**Sequential cells coloured by netlist name**

Scale: 2 px per um.
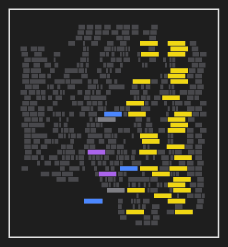
**Track usage over the die**

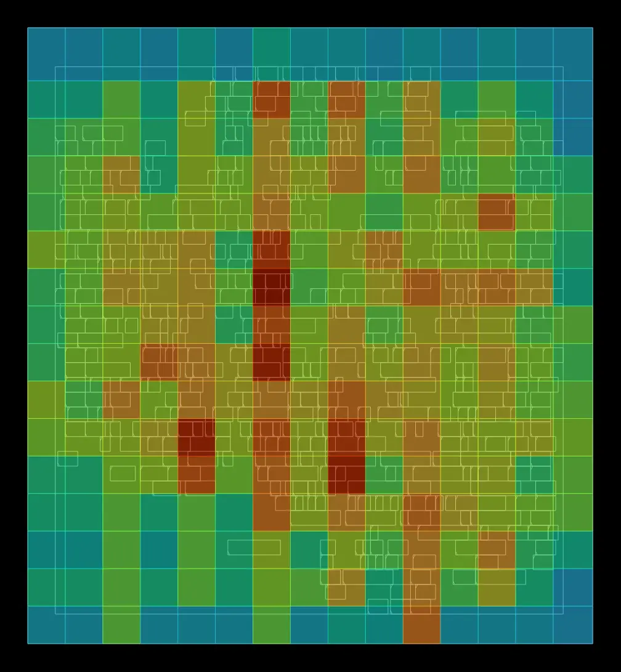
==> config.mk <==
export PLATFORM = sky130hd
export DESIGN_NAME = loop_over_all_nibbles
export DESIGN_NICKNAME = d
export VERILOG_FILES = /design/src/rtl/alu_pkg.sv /design/src/rtl/nibble_adder.sv /design/src/rtl/loop_over_all_nibbles.sv
export SDC_FILE = /design/constraint.sdc
export NUM_CORES = 1
export LEC_CHECK = 0
export CAP_MARGIN = 15
export CELL_PAD_IN_SITES_DETAIL_PLACEMENT = 0
export CELL_PAD_IN_SITES_GLOBAL_PLACEMENT = 1
export CORE_ASPECT_RATIO = 1.1
export CORE_MARGIN = 5
export CORE_UTILIZATION = 30
export DETAILED_ROUTE_END_ITERATION = 8
export HOLD_SLACK_MARGIN = 0.03
export MAX_ROUTING_LAYER = met4
export PLACE_DENSITY = 0.8
export SYNTH_ARGS = -nofsm -noshare
export SYNTH_HDL_FRONTEND = slang
export SYNTH_SLANG_ARGS = --single-unit
==> constraint.sdc <==
create_clock -name clk -period 3.4 [get_ports clk]
set_input_delay 0.68 -clock clk [delete_from_list [all_inputs] [get_ports clk]]
set_output_delay 0.68 -clock clk [all_outputs]
set_load 0.01 [all_outputs]
==> results.sh <==
# physical design summary
export IMPL_outcome="completed"
export IMPL_cts_sinks=39
export IMPL_yosys_mux_area_fraction=0.1553
export IMPL_drt_first_pass_iters=7
export IMPL_max_slew_margin_rel=0.4163
export IMPL_layout_top_cells_excl_fill_tap="sky130_fd_sc_hd__clkdlybuf4s50_1, sky130_fd_sc_hd__nor2_1, sky130_fd_sc_hd__dfrtp_1"
export IMPL_setup_worst_path_start_class="input port"
export IMPL_synthSimpleGateAreaFrac=0.1773
export IMPL_num_antenna_cells=0
export IMPL_synth_cells_most_frequent="sky130_fd_sc_hd__nor2_1, sky130_fd_sc_hd__dfrtp_1, sky130_fd_sc_hd__nand2_1"
export IMPL_detail_route_vias_per_cell=5.117
export IMPL_report_final_setup_viol=0
export IMPL_drive_gt1_frac=0.2054
export IMPL_number_of_synthesized_flops_with_an_enable_pin=0
export IMPL_top_count_cell_post_synth="sky130_fd_sc_hd__nor2_1"
export IMPL_initCoreUtil=0.3094
export IMPL_slew_viol_final=0
export IMPL_via_count_of_the_first_global_routing_pass=3270
export IMPL_synth_avg_cell_area_um2=8.838
export IMPL_timing_setup_tns_ns=0
export IMPL_area_growth_syn_to_layout_pct=62.65
export IMPL_vdd_drop_max_mv=0.3850
export IMPL_crit_path_max_fanout=6
export IMPL_design_final_nets=591
export IMPL_dp_cells=589
export IMPL_totalPowerFinal_w=0.003322
export IMPL_p_comb_w=0.00217
export IMPL_synth_cellmix_xorXnorShare=0.02410
export IMPL_timing_worst_slew_pin_value_ns=0.8755
export IMPL_cts_resized=16
export IMPL_r2r_cells=15
export IMPL_synth_register_bits=39
export IMPL_route_antenna_remaining_nets=0
export IMPL_final_min_period_over_clock_period=0.9701
export IMPL_final_layout_top_logic_cell="sky130_fd_sc_hd__clkdlybuf4s50_1"
export IMPL_comb_power_share=0.654
export IMPL_crit_path_cell_trace="clkdlybuf4s50_1 > mux4_2 > nand2_2 > o21ai_2 > o21bai_4 > xnor2_2 > fa_2 > inv_2 > fa_2 > nor2b_1 > o21ai_1 > buf_4 > o211ai_4 > a31oi_1 > a31oi_1 > o21ai_1"
export IMPL_finalWirelength_um=9607
export IMPL_ys_types=55
export IMPL_critical_path_required_ns=3.58
export IMPL_globalplace_congestion=0.8500
export IMPL_post_cts_hold_buffer_count=0
export IMPL_dieWidth_um=103.9
export IMPL_switching_power_w=0.001358
export IMPL_placementRows=37
export IMPL_synth_warning_count=0
export IMPL_remaining_drc_errors=0
export IMPL_netlist_instances=329
export IMPL_yosys_cells=329
export IMPL_port_buffers=132
export IMPL_synth_chip_area_um2=2908
About 'sequential cells coloured by netlist name':
Key: blue = `idx` [sequential cells 3]; purple = `state` [sequential cells 2]; yellow = `result` [sequential cells 32, where a vertical strip on the right]
FF+latch area: 977.2 um^2
power in sequential cells: 0.000771 W
register share of the cell area: 0.2066
post-layout util: 0.5033

About 'track usage over the die':
Top Usage Layer GRT: met2
overall routing resource usage: 0.1672
routed len/inst: 16.04 um
met1 track utilization from global routing: 0.2060
M3 GR Usage: 0.02909

-- stage by stage --
stage               cell area, um^2  setup slack, ns
finish                         4730           0.1018
global route                   4730         -0.05546
CTS                            4672          0.01180
detailed placement             4491          -0.6012
global placement               4491          -0.4230
floorplan                      2908           0.1456
-- routing by layer --
layer / track usage / vias up / wire (um)
li1: - / 1502 / -
met4: 0.03972 / 0 / 121
met5: - / - / 0
met1: 0.2060 / 1433 / 4183
met2: 0.2866 / 120 / 4751
met3: 0.02909 / 10 / 551
-- final cells by class --
cell class                      count  area [um^2]
Fill cell                         901         4668
Multi-Input combinational cell    261         1889
Timing Repair Buffer              168         1582
Sequential cell                    39        977.2
Tap cell                          117        146.4
Clock buffer                        5        68.82
Clock inverter                      3        43.79
Inverter                            6        22.52
Power figures rest on the tool's default switching activity, not on a simulated workload.
